[src/rtl/sequenciador_arrolhamento.sv]
// -----------------------------------------------------------------------------
// sequenciador_arrolhamento
//
// Sequencer for a bottle corking station. It moves the conveyor until a bottle
// arrives, lets it settle, waits for a cork if the feeder is empty, drives the
// cork press for a fixed time, then releases the bottle. Each bottle consumes
// exactly one cork, so one 'dec' pulse goes to the cork counter per bottle.
// A bottle that does not leave the station in time puts the block in ERRO.
//
// Parameters
//   T_ASSENTAR  cycles the bottle settles before corking
//   T_ATUADOR   cycles the cork actuator is held
//   T_LIBERAR   maximum cycles for the bottle to leave the station
//
// Ports
//   clk                  system clock, rising edge
//   reset                asynchronous, active-high reset
//   start                level; starts the line from PARADO or clears ERRO
//   stop                 level; stop request (honoured in PARADO, MOVER, ESPERA_ROLHA)
//   sensor_garrafa       bottle present at the corking station
//   rolha_disponivel     cork counter holds at least one cork
//   alarme_rolhas        cork counter and stock empty
//   motor_esteira        conveyor motor enable
//   dec                  one-cycle cork-consume pulse
//   atuador_rolha        cork press actuator
//   falta_rolha          high while waiting for a cork
//   erro                 high in ERRO
//   estado               current state encoding
//   garrafas_arrolhadas  completed bottle count, saturating at 255
// -----------------------------------------------------------------------------
module sequenciador_arrolhamento #(
    parameter int T_ASSENTAR = 4,
    parameter int T_ATUADOR  = 8,
    parameter int T_LIBERAR  = 64
) (
    input  logic       clk,
    input  logic       reset,
    input  logic       start,
    input  logic       stop,
    input  logic       sensor_garrafa,
    input  logic       rolha_disponivel,
    input  logic       alarme_rolhas,
    output logic       motor_esteira,
    output logic       dec,
    output logic       atuador_rolha,
    output logic       falta_rolha,
    output logic       erro,
    output logic [2:0] estado,
    output logic [7:0] garrafas_arrolhadas
);

    localparam logic [2:0] PARADO       = 3'd0;
    localparam logic [2:0] MOVER        = 3'd1;
    localparam logic [2:0] POSICIONAR   = 3'd2;
    localparam logic [2:0] ESPERA_ROLHA = 3'd3;
    localparam logic [2:0] ARROLHAR     = 3'd4;
    localparam logic [2:0] LIBERAR      = 3'd5;
    localparam logic [2:0] ERRO         = 3'd6;

    localparam int T_MAX_AL = (T_ASSENTAR > T_ATUADOR) ? T_ASSENTAR : T_ATUADOR;
    localparam int T_MAX    = (T_MAX_AL > T_LIBERAR) ? T_MAX_AL : T_LIBERAR;
    localparam int TW       = $clog2(T_MAX + 1);

    // Timer holds (cycles already spent in the state); a state lasting N
    // cycles therefore exits when the timer shows N-1.
    localparam logic [TW-1:0] LIM_ASSENTAR = TW'(T_ASSENTAR - 1);
    localparam logic [TW-1:0] LIM_ATUADOR  = TW'(T_ATUADOR - 1);
    localparam logic [TW-1:0] LIM_LIBERAR  = TW'(T_LIBERAR - 1);

    logic [2:0]    state;
    logic [2:0]    next_state;
    logic [TW-1:0] timer;
    logic          sensor_prev;
    logic          sensor_rise;

    assign sensor_rise = sensor_garrafa & ~sensor_prev;

    always_comb begin
        next_state = state;
        case (state)
            PARADO: begin
                if (start && !stop)
                    next_state = MOVER;
            end
            MOVER: begin
                if (stop)
                    next_state = PARADO;
                else if (sensor_rise)
                    next_state = POSICIONAR;
            end
            POSICIONAR: begin
                if (timer == LIM_ASSENTAR)
                    next_state = rolha_disponivel ? ARROLHAR : ESPERA_ROLHA;
            end
            ESPERA_ROLHA: begin
                if (stop)
                    next_state = PARADO;
                else if (rolha_disponivel)
                    next_state = ARROLHAR;
            end
            ARROLHAR: begin
                if (timer == LIM_ATUADOR)
                    next_state = LIBERAR;
            end
            LIBERAR: begin
                if (!sensor_garrafa)
                    next_state = MOVER;
                else if (timer == LIM_LIBERAR)
                    next_state = ERRO;
            end
            ERRO: begin
                if (start && !sensor_garrafa)
                    next_state = MOVER;
            end
            default: next_state = PARADO;
        endcase
    end

    // State, timer and the sensor edge detector. The timer saturates so that
    // long stays in PARADO/MOVER/ESPERA_ROLHA/ERRO never wrap into a limit.
    always_ff @(posedge clk or posedge reset) begin
        if (reset) begin
            state       <= PARADO;
            timer       <= '0;
            sensor_prev <= 1'b0;
        end else begin
            state       <= next_state;
            sensor_prev <= sensor_garrafa;
            if (next_state != state)
                timer <= '0;
            else if (timer != '1)
                timer <= timer + 1'b1;
        end
    end

    // Outputs are registered from the next state so they line up with estado
    // in the same cycle. dec fires only on the edge that enters ARROLHAR.
    always_ff @(posedge clk or posedge reset) begin
        if (reset) begin
            motor_esteira       <= 1'b0;
            dec                 <= 1'b0;
            atuador_rolha       <= 1'b0;
            falta_rolha         <= 1'b0;
            erro                <= 1'b0;
            estado              <= PARADO;
            garrafas_arrolhadas <= 8'd0;
        end else begin
            motor_esteira <= (next_state == MOVER) || (next_state == LIBERAR);
            dec           <= (next_state == ARROLHAR) && (state != ARROLHAR);
            atuador_rolha <= (next_state == ARROLHAR);
            falta_rolha   <= (next_state == ESPERA_ROLHA) ||
                             (alarme_rolhas && (next_state == POSICIONAR));
            erro          <= (next_state == ERRO);
            estado        <= next_state;
            if ((state == ARROLHAR) && (next_state == LIBERAR) &&
                (garrafas_arrolhadas != 8'hFF))
                garrafas_arrolhadas <= garrafas_arrolhadas + 8'd1;
        end
    end

endmodule

[config.mk]
export PLATFORM = sky130hd
export DESIGN_NAME = sequenciador_arrolhamento
export DESIGN_NICKNAME = d
export VERILOG_FILES = /design/src/rtl/sequenciador_arrolhamento.sv
export SDC_FILE = /design/constraint.sdc
export NUM_CORES = 1
export LEC_CHECK = 0
export CORE_AREA = 2 2 55 57
export CTS_BUF_LIST = sky130_fd_sc_hd__clkbuf_4
export DETAILED_ROUTE_END_ITERATION = 7
export DIE_AREA = 0 0 57 59
export GPL_ROUTABILITY_DRIVEN = 0
export PLACE_DENSITY = 0.83
export SYNTH_ARGS = -nofsm -noshare
export SYNTH_HDL_FRONTEND = slang
export SYNTH_SLANG_ARGS = --single-unit
export TNS_END_PERCENT = 1
[constraint.sdc]
create_clock -name clk -period 2 [get_ports clk]
set_input_delay 0.4 -clock clk [delete_from_list [all_inputs] [get_ports clk]]
set_output_delay 0.4 -clock clk [all_outputs]
set_load 0.01 [all_outputs]
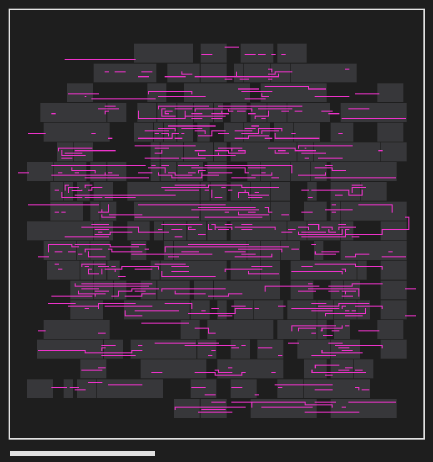
(metal 1)
Scale bar: 20 um.
The wires run mostly horizontal. The longest straight run is 17.0 um. The layer holds 38% of the routed length. The layer carries 1,280 um of wire. 165 nets have wire on it.
met1 Use GR: 23.2%
Vias: 1,220
Routed WL: 3340 um

==> flow_summary.yaml <==
# generated from flow reports
outcome:
  run_status: "finished, violations left"
  violations: "negative setup slack"
floorplan:
  die-area_sq_um: 3360
  placementRows: 19
  coreArea_sq_um: 2710
  fp.dieW_um: 57
yosys:
  synth.area.top_cells: "dfrtp_1, nor4_1, xor2_1, nand3_1, xnor2_1"
  yosysTopAreaCell: "dfrtp_1"
  ys_ff: 24
  ff_type: "dfrtp_1"
  syn_area_sq_um: 1290
  async_flop_share_pct: 100
  avgSynthCellArea_sq_um: 10.5
  synth-xor-area-share_pct: 7.39
  ys_types: 43
  syn-num-nets: 132
  yosys_warnings: 0
  top_area_share_pct: 46.7
  top_cells_by_count: "dfrtp_1, nor2_1, nor4_1"
  top_logic_kind: "simple AND/OR/NAND/NOR gates"
  ys_sh_simple_pct: 26.3
  mux_area_share_pct: 3.31
  ys_sh_adder_pct: 1.95
  yosys_area_sq_um: 1290
route:
  ant_nets: 0
  wl_per_cell_um: 16.2
  firstDrtPassIters: 4
  drc: 0
  dr.first_iter.drc_count: 58
  viasPerCell: 5.92
  wl_met2_um: 1850
  wl_met3_um: 118
  maxUsedRoutingLayer: "met4"
final_layout:
  diodes: 0
  mostFrequentLayoutCells: "buf_4, dfrtp_1, clkdlybuf4s50_1"
  final_cells: 206
  drive_gt1_share_pct: 35.4
  utilization_pct: 73.0
  layout.cells.most_common: "buf_4"
  logic_area_sq_um: 837
  regArea_sq_um: 601
  finish.instance_area_sq_um: 1980
clock_tree:
  worstSkewPairLatency_ns: 0.32
  clk_path_buf_depth: 2
  clock_sinks: 24
  cts_buffers: 3
  postCtsSetupRepairBufs: 1
  cts_tree: "done"
  holdBufCountCts: 0
  cts-htree-levels: 1
timing:
  worst_slack_ns: -0.220
  finalClockPeriodUsage_pct: 111
  slew_headroom_pct: 75.5
  finalSetupViolCount: 13
  tightest_slew_ns: 0.360
  max_freq_ghz: 0.451
  maxSlewViolCount: 0
  holdWs_ns: 0.403
  tns_ns: -1.43
critical_path:
  critical_path_peak_fanout: 5
  reg2reg_from: "timer[1]$_DFFE_PP0P_"
  slowest_delay_ns: 0.48
  ff2ff_path_depth: 8
  cp.required_ns: 2.23
  setup.worst_path.start: "sensor_garrafa"
  slowest_stage: "clkdlybuf4s50_1"
  regToRegSetupSlack_ns: -0.20
  critical_path_class: "input pin to register"
  crit_family: "buffers and inverters"
  r2r_end: "garrafas_arrolhadas[7]$_DFFE_PP0P_"
  path_common_cell: "buf_4"
  endpoint: "garrafas_arrolhadas[7]$_DFFE_PP0P_"
  cp_num_cells: 9
  worst-path-buf-inv: 3
  endpoint_kind: "register"
hold_path:
  hp-class: "input pin to async pin"
pwr:
  p_leak_nw: 0.854
  power_density_nw_per_um2: 1040
  power_w: 0.00205
run:
  maxCapViolCount: 0
grt:
  grt_max_degree: 25
  grt_pass1_vias: 1222
  antenna_found_initial: 0
  grt_pass1_wl_um: 5430
placement:
  port_buffers: 22
  place_area_sq_um: 1760
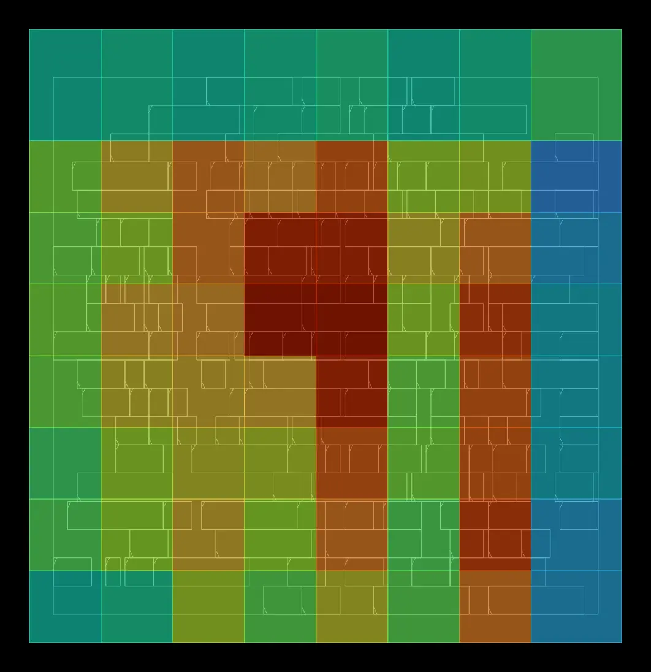
(congestion heat map)
global-route usage over all layers: 20.8%
GRT busiest layer: met2
met2 Resource Use GR: 39.6%
global routing met3 resource utilization: 2.62%

==> area by class of cell <==
type / count / area share (%)
Multi-Input combinational cell: 91 / 42.3
Timing Repair Buffer: 53 / 23.5
Sequential cell: 24 / 30.4
Inverter: 4 / 0.759
Clock buffer: 3 / 1.14
Tap cell: 31 / 1.96
==> sequential cells by signal, summed over array words and instances (netlist names) <==
register,flops
atuador_rolha,1
dec,1
timer,7
garrafas_arrolhadas,8
erro,1
motor_esteira,1
falta_rolha,1
sensor_prev,1
estado,3
==> power breakdown <==
| part | switching [W] | internal [W] |
|---|---|---|
| Combinational | 0.000604 | 0.000598 |
| Clock | 0.000142 | 0.0000706 |
| Sequential | 0.0000614 | 0.000576 |
==> tightest hold or removal path, delay by kind of cell <==
kind	cells	cell delay, ns
buf+inv	3	0.73
Power and IR drop assume default switching activity.
